Run 1, cells coloured by class:
Bar = 50 um. Fill, decap, tap and diode cells in grey.
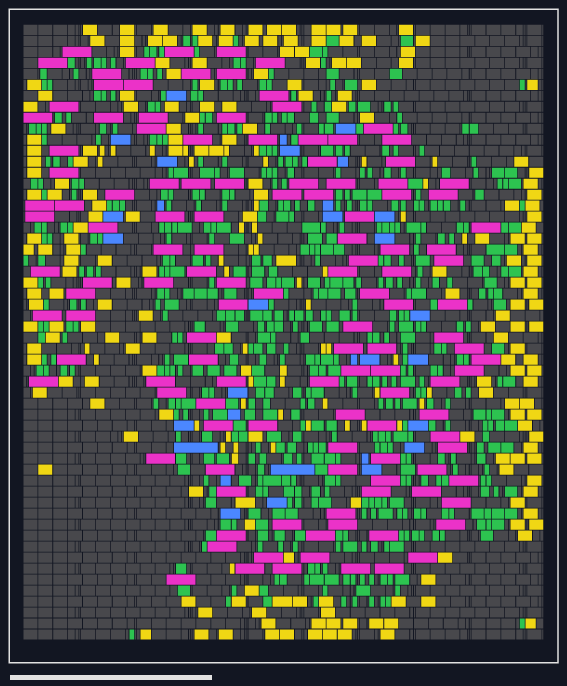
Run 1, power grid:
Pins as bars on the die edge. Tap cells in grey.
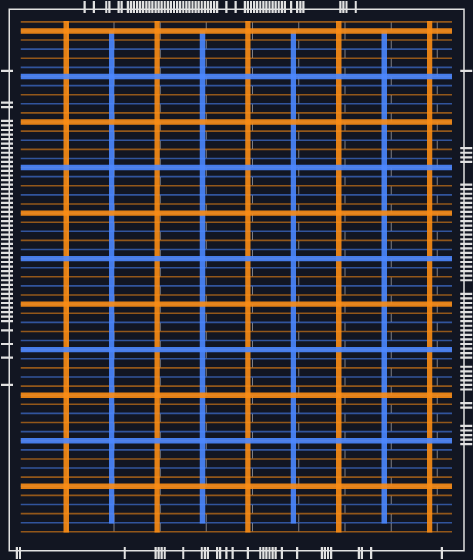
Run 1, met2 routing:
Bar = 50 um.
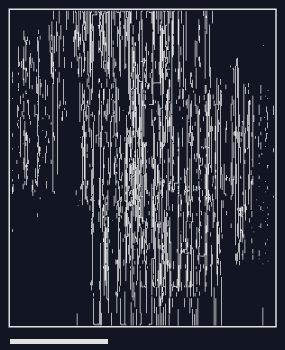
<file path="src/rtl/fetch_unit.sv">
// Instruction fetch stage: issues word-aligned reads, buffers one instruction for the
// decoder, and flushes in-flight data on redirect by draining the abandoned request.
module fetch_unit #(
  parameter logic [31:0] RESET_PC = 32'h0000_0000
) (
  input  logic        clk,
  input  logic        rst,
  output logic        imem_req,
  output logic [31:0] imem_addr,
  input  logic        imem_ack,
  input  logic [31:0] imem_rdata,
  input  logic        redirect,
  input  logic [31:0] redirect_pc,
  output logic        inst_valid,
  input  logic        inst_ready,
  output logic [31:0] instruction,
  output logic [31:0] inst_pc,
  output logic [31:0] inst_pc_plus4
);

  typedef enum logic {
    FETCH = 1'b0,
    DROP  = 1'b1
  } state_t;

  localparam logic [31:0] RESET_ADDR = {RESET_PC[31:2], 2'b00};

  state_t      state, state_next;
  logic [31:0] pc;
  logic [31:0] drop_addr;
  logic        buf_valid;
  logic [31:0] buf_inst;
  logic [31:0] buf_pc;
  logic        transfer;

  assign inst_valid    = buf_valid & ~rst;
  assign instruction   = buf_inst;
  assign inst_pc       = buf_pc;
  assign inst_pc_plus4 = buf_pc + 32'd4;
  assign transfer      = inst_valid & inst_ready;

  // A full buffer only blocks a new request when the decoder is not draining it.
  assign imem_req  = ~rst & ((state == FETCH && (!inst_valid || inst_ready)) || state == DROP);
  assign imem_addr = rst ? RESET_ADDR : (state == DROP ? drop_addr : pc);

  // NOTE: every signal written here gets a default first, so no path can infer a latch.
  always_comb begin
    state_next = state;
    if (redirect) begin
      state_next = (imem_req && !imem_ack) ? DROP : FETCH;
    end else if (state == DROP && imem_ack) begin
      state_next = FETCH;
    end
  end

  // NOTE: state registers use non-blocking assignments so all updates see pre-edge values.
  always_ff @(posedge clk) begin
    if (rst) begin
      state     <= FETCH;
      pc        <= RESET_ADDR;
      drop_addr <= RESET_ADDR;
      buf_valid <= 1'b0;
      buf_inst  <= 32'h0;
      buf_pc    <= 32'h0;
    end else begin
      state <= state_next;
      if (redirect) begin
        pc        <= {redirect_pc[31:2], 2'b00};
        buf_valid <= 1'b0;
        // In DROP the abandoned address is already held; only capture it from FETCH.
        if (state == FETCH) drop_addr <= imem_addr;
      end else if (state == FETCH && imem_req && imem_ack) begin
        buf_inst  <= imem_rdata;
        buf_pc    <= pc;
        buf_valid <= 1'b1;
        pc        <= pc + 32'd4;
      end else if (transfer) begin
        buf_valid <= 1'b0;
      end
    end
  end

endmodule

</file>
<file path="config.mk">
export PLATFORM = sky130hd
export DESIGN_NAME = fetch_unit
export DESIGN_NICKNAME = d
export VERILOG_FILES = /design/src/rtl/fetch_unit.sv
export SDC_FILE = /design/constraint.sdc
export NUM_CORES = 1
export LEC_CHECK = 0
export CORE_ASPECT_RATIO = 1.2
export CORE_MARGIN = 3
export CORE_UTILIZATION = 30
export CTS_BUF_LIST = sky130_fd_sc_hd__clkbuf_2 sky130_fd_sc_hd__clkbuf_4 sky130_fd_sc_hd__clkbuf_8
export DETAILED_ROUTE_END_ITERATION = 8
export GPL_TIMING_DRIVEN = 0
export HOLD_SLACK_MARGIN = 0.1
export SETUP_SLACK_MARGIN = 0.1
export SLEW_MARGIN = 0
export SYNTH_ARGS = -nofsm -noshare
export SYNTH_HDL_FRONTEND = slang
export SYNTH_SLANG_ARGS = --single-unit
</file>
<file path="constraint.sdc">
create_clock -name clk -period 5.7 [get_ports clk]
set_input_delay 1.14 -clock clk [delete_from_list [all_inputs] [get_ports clk]]
set_output_delay 1.14 -clock clk [all_outputs]
set_load 0.01 [all_outputs]
</file>
==> results.txt, run 1 <==
Clock H-tree levels = 4
Critical Setup Path Class = in -> out
number of port buffers = 192
pwr/cell area = 233 nW/um^2
synth-to-layout area growth = 44.2%
highest layer used for signal routing = met4
gate count of the mapped netlist = 789
met1 Resource Use GR = 21.6%
M1 wire length = 8.32 mm
setup total negative slack = 0 ps
yosys stat area = 6030 sq um
routing layer with the top usage in global route = met2
max-slew headroom at the worst pin = 43.0%
Clock buf/inv share = 4.60%
flop count = 126
CTS Buffer Depth = 2
initial antenna violation count = 1
GR Layer Usage met3 = 5.02%
primary flip-flop cell chosen by synthesis mapping = dfxtp_1
final number of max-transition violations = 0
signal arrival time at the worst endpoint = 3620 ps
Die Footprint = 21800 sq um
Final GP Congestion = 0.839
Net Sw Frac = 26.5%
postcts setup bufs = 0
post-placement cell area = 8290 sq um
Initial Utilization = 30.7%
Top-area cell share = 41.8%
power attributed to sequential cells = 0.000952 W
area of the multi-input gates = 3200 sq um
Die Y = 161 um
routed len/inst = 15.3 um
crit path capture type = primary output
most popular library cell in the synthesized design by count = nand2_1
Critical Path Start Type = primary input
status = finished clean
dominant kind of cell = combinational gates
register cell area after layout = 2520 sq um
share of the yosys chip area belonging to registers = 41.8%
number of cells in Yosys stat = 789
Clock power frac = 39.0%
dominant kind of combinational cell = simple AND/OR/NAND/NOR gates
Pwr Total = 0.00202 W
worst path required time = 4560 ps
XOR Share, Synth = 7.84%
clock-pin slew on the worst setup and hold paths = 70 ps
Final Hold Violation Tally = 0
synth unique cells = 42
total global-route track usage = 17.8%
mapped cell area = 6030 sq um
cell chosen for the clock root = clkbuf_8
final cycle utilization of the critical path = 83.5%
clk sinks = 126
Post-route DRC = 0
per-cell via count in the routed design = 4.67
most frequent logic cells in the routed design = nand2_1, clkdlybuf4s50_1, dfxtp_1
transition time of the tightest slew-check pin = 855 ps
post-synthesis sequential element count = 126
Min-Delay Path Class = reg -> reg
Detailed Route WL = 19.5 mm
largest fanout of any net on the critical path = 10
cell taking the most area after synthesis = dfxtp_1
pre-CTS WS = 906 ps
antenna fix cells = 1
CTS-repair resized insts = 0
post-synthesis mux area share = 5.15%
Late-Pin Clk Latency = 450 ps
time the worst path needs with I/O delays and setup = 4760 ps
Non-clock buffers, area share = 25.6%
Gate power share = 14.0%
Final setup violation count = 0
Worst Hold Margin = 455 ps
# clk buffers = 21
cell internal pwr = 0.00149 W
yosys simple share = 27.2%
number of buffers outside the clock class in the layout = 255
r2r setup slk = 3490 ps
number of max-cap violations = 0
leakage dissipation = 2.91 nW
pin count of the biggest net entering global routing = 17
sequential group share of total power = 47.0%
area inside the core boundary = 19600 sq um
least setup slack across all paths after layout = 941 ps
Main power group = registers
layout cells sized above 1 = 4.83%
comb_multi_in = 598
top post-synthesis cells by area = dfxtp_1, nand2_1, a21oi_1
Core Rows = 56
clock tree from TritonCTS = yes
number of global-route vias before repair = 5601
number of synthesis warnings = 0
total congestion overflow after global routing = 0
stage-log warning count = 28
Cell Count, Final, Fillers Out = 1277
power attributed to combinational cells = 0.000283 W
TritonCTS Buffers = 17
final HPWL from detailed placement = 15.0 mm
most common library cell in the layout ignoring fill and taps = nand2_1
top-level I/O count = 199
share of cell area taken by multi-input logic gates = 36.8%
count of fill cells added during filler insertion = 2028
met2 routed WL = 9.55 mm
die width = 135 um
number of hold buffers added after CTS = 0
Worst Skew = 11.4 ps
Compound Share, Synth = 12.1%
Mean Syn Cell Area = 7.64 sq um
met2 capacity usage during global routing = 30.2%
sequential cell area share = 29.0%
Detailed Route Iter0 Violations = 315
tapcells inserted = 261
vias after detailed routing = 5959
count of nets after finishing = 1074
power of the clock network = 0.000789 W
Detailed Routing Iterations Pass 1 = 4
Max IR drop VDD = 123 uV
post-synthesis adder-cell area fraction = 0.415%
unrepaired setup endpoints after global routing = false
switching power of the nets = 0.000536 W
Final Instance Area = 8700 sq um
number of flops mapped to enable cells by yosys = 0
FFs w/ async S/R, synth = 0%
Finished Core Util = 44.3%
## Picture notes: 'cells coloured by class'
remaining buffers and delay cells: marked yellow, cells 255, share of their area 27%. registers: marked magenta, cells 126, share of their area 30%. remaining logic cells: marked green, cells 603, share of their area 38%. clock drivers and dummy loads: marked blue, cells 31, share of their area 4.8%.

## Picture notes: 'power grid'
VSS: marked orange. VDD: marked blue.
11 straps on met5. 9 straps on met4. The core has 56 rows. 261 tap cells.

## Picture notes: 'met2 routing'
The layer holds 49% of the routed length. The longest straight run is 91.5 um.

[run 1: final timing paths]
path | endpoint | start | depth (start not counted)
hold / removal | drop_addr[11]$_SDFFE_PP0P_ | drop_addr[11]$_SDFFE_PP0P_ | 2
hold reg to reg | drop_addr[11]$_SDFFE_PP0P_ | drop_addr[11]$_SDFFE_PP0P_ | 2
setup reg to reg | inst_pc[24]$_SDFFE_PP0P_ | buf_valid$_SDFFE_PP0P_ | 8
setup / recovery | imem_addr[9] | rst | 6
[run 1: critical path, cell delays in order]
cell	delay [ps]
clkdlybuf4s50_1	460
clkbuf_1	360
clkbuf_1	590
clkbuf_1	420
nor2_1	140
clkdlybuf4s50_1	500
==> run 2: changes to the inputs <==
==> constraint.sdc (replaced) <==
create_clock -name clk -period 4.8 [get_ports clk]
set_input_delay 0.96 -clock clk [delete_from_list [all_inputs] [get_ports clk]]
set_output_delay 0.96 -clock clk [all_outputs]
set_load 0.01 [all_outputs]
Run 2, power grid:
Pins as bars on the die edge. Tap cells in grey.
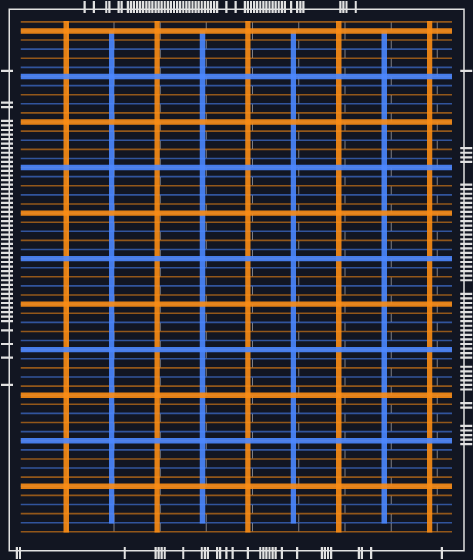
VDD: marked blue. VSS: marked orange.
9 straps on met4. 11 straps on met5.

Run 2, clock distribution:
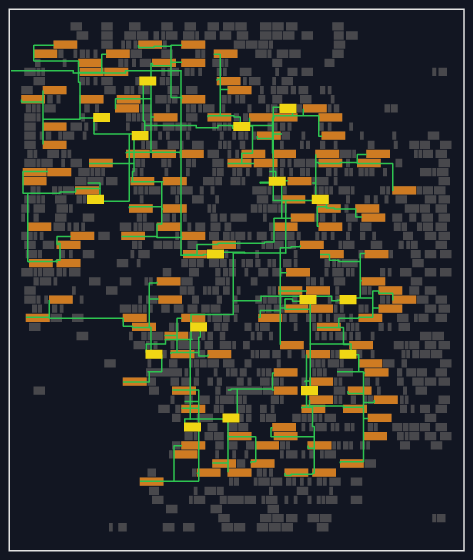
clock wires: marked green, length 1710 um. flip-flops: marked orange, count 126. clock-net drivers: marked yellow, count 17.
Position of the flops: all over the die. There are 18 routed clock nets.

==> run 2 against run 1 <==
Die area is the same. Sequential cell count did not move. Design area unchanged. Final cell count stayed put. Synthesized cell count unchanged. Sequential share of layout area did not move. Setup slack got worse by 540 ps. Hold slack stayed put. Highest routed layer unchanged.
==> results.txt, run 2 <==
post-synthesis mux area share = 5.15% (unchanged)
depth of the worst register-to-register path = 8 (unchanged)
per-cell via count in the routed design = 4.67 (unchanged)
top post-synthesis cells by area = dfxtp_1, nand2_1, a21oi_1
layout cells sized above 1 = 4.83% (unchanged)
tapcells inserted = 261 (unchanged)
synth unique cells = 42 (unchanged)
dominant kind of cell = combinational gates
worst min-delay path endpoint = drop_addr[11]$_SDFFE_PP0P_
clock tree from TritonCTS = yes
end of the worst register-to-register path = inst_pc[24]$_SDFFE_PP0P_
area of the multi-input gates = 3200 sq um (unchanged)
Min-Delay Path Class = reg -> reg
pin count of the biggest net entering global routing = 17 (unchanged)
Cell Count, Final, Fillers Out = 1277 (unchanged)
Die Y = 161 um (unchanged)
yosys stat area = 6030 sq um (unchanged)
share of cell area taken by multi-input logic gates = 36.8% (unchanged)
most popular library cell in the synthesized design by count = nand2_1
Final GP Congestion = 0.839 (unchanged)
Core Rows = 56 (unchanged)
number of buffers outside the clock class in the layout = 255 (unchanged)
sequential cell area share = 29.0% (unchanged)
cell chosen for the clock root = clkbuf_8
Max IR drop VDD = 146 uV (+19%)
r2r setup slk = 2590 ps (-900 ps)
signal arrival time at the worst endpoint = 3440 ps (-180 ps)
met2 capacity usage during global routing = 30.2% (unchanged)
Clock H-tree levels = 4 (unchanged)
Clock buf/inv share = 4.60% (unchanged)
post-synthesis sequential element count = 126 (unchanged)
cells along the critical path = clkdlybuf4s50_1, clkbuf_1, clkbuf_1, clkbuf_1, nor2_1, clkdlybuf4s50_1
TritonCTS Buffers = 17 (unchanged)
register cell area after layout = 2520 sq um (unchanged)
total congestion overflow after global routing = 0 (unchanged)
clk sinks = 126 (unchanged)
met2 routed WL = 9.55 mm (unchanged)
routing layer with the top usage in global route = met2
Die Footprint = 21800 sq um (unchanged)
area inside the core boundary = 19600 sq um (unchanged)
XOR Share, Synth = 7.84% (unchanged)
Detailed Route WL = 19.5 mm (unchanged)
FFs w/ async S/R, synth = 0% (unchanged)
Worst Skew = 11.4 ps (unchanged)
post-synthesis adder-cell area fraction = 0.415% (unchanged)
Initial Utilization = 30.7% (unchanged)
Finished Core Util = 44.3% (unchanged)
stage-log warning count = 28 (unchanged)
comb_multi_in = 598 (unchanged)
Compound Share, Synth = 12.1% (unchanged)
largest fanout of any net on the critical path = 10 (unchanged)
Final setup violation count = 0 (unchanged)
number of global-route vias before repair = 5601 (unchanged)
min-delay src = drop_addr[11]$_SDFFE_PP0P_
CP startpoint = rst
dominant kind of combinational cell = simple AND/OR/NAND/NOR gates
GR Layer Usage met3 = 5.02% (unchanged)
number of synthesis warnings = 0 (unchanged)
number of flops mapped to enable cells by yosys = 0 (unchanged)
gate count of the mapped netlist = 789 (unchanged)
setup total negative slack = 0 ps (unchanged)
final number of max-transition violations = 0 (unchanged)
Final Hold Violation Tally = 0 (unchanged)
slowest cell delay on critical path = 590 ps (about the same)
CTS Buffer Depth = 2 (unchanged)
number of cells in Yosys stat = 789 (unchanged)
path length in cells of the critical path = 6 (unchanged)
synth-to-layout area growth = 44.2% (unchanged)
combined buffer and inverter count along the critical path = 5 (unchanged)
most common library cell in the layout ignoring fill and taps = nand2_1
routed len/inst = 15.3 um (unchanged)
status = finished clean
Detailed Route Iter0 Violations = 315 (unchanged)
worst path required time = 3840 ps (-720 ps)
crit path capture type = primary output
highest layer used for signal routing = met4
Late-Pin Clk Latency = 450 ps (about the same)
Critical Setup Path Class = in -> out
transition time of the tightest slew-check pin = 855 ps (unchanged)
number of hold buffers added after CTS = 0 (unchanged)
Post-route DRC = 0 (unchanged)
share of the yosys chip area belonging to registers = 41.8% (unchanged)
Non-clock buffers, area share = 25.6% (unchanged)
met1 Resource Use GR = 21.6% (unchanged)
[run 2: cell counts after synthesis]
No cell type changed its count.
[run 2: stage by stage]
stage | setup slack (ps) | instance area [sq um]
2_1_floorplan | 1960 | 6040
3_3_place_gp | 355 | 8290
3_5_place_dp | 366 | 8290
4_1_cts | 355 | 8690
5_1_grt | 205 | 8700
6_report | 401 | 8700
[run 2: tightest hold or removal path, delay by kind of cell, from the launching register on]
kind             cells  cell delay, ps
flip-flops           1             310
AND/OR/NAND/NOR      1              50
AND-OR/OR-AND        1              50
[run 2: power breakdown]
group          switching (W)  internal (W)  leakage [nW]
combinational       0.000167      0.000169          1.68
clock               0.000426      0.000511         0.200
sequential         0.0000430       0.00109          1.03
total               0.000636       0.00177          2.91
Power is estimated from default activity; no workload was simulated.
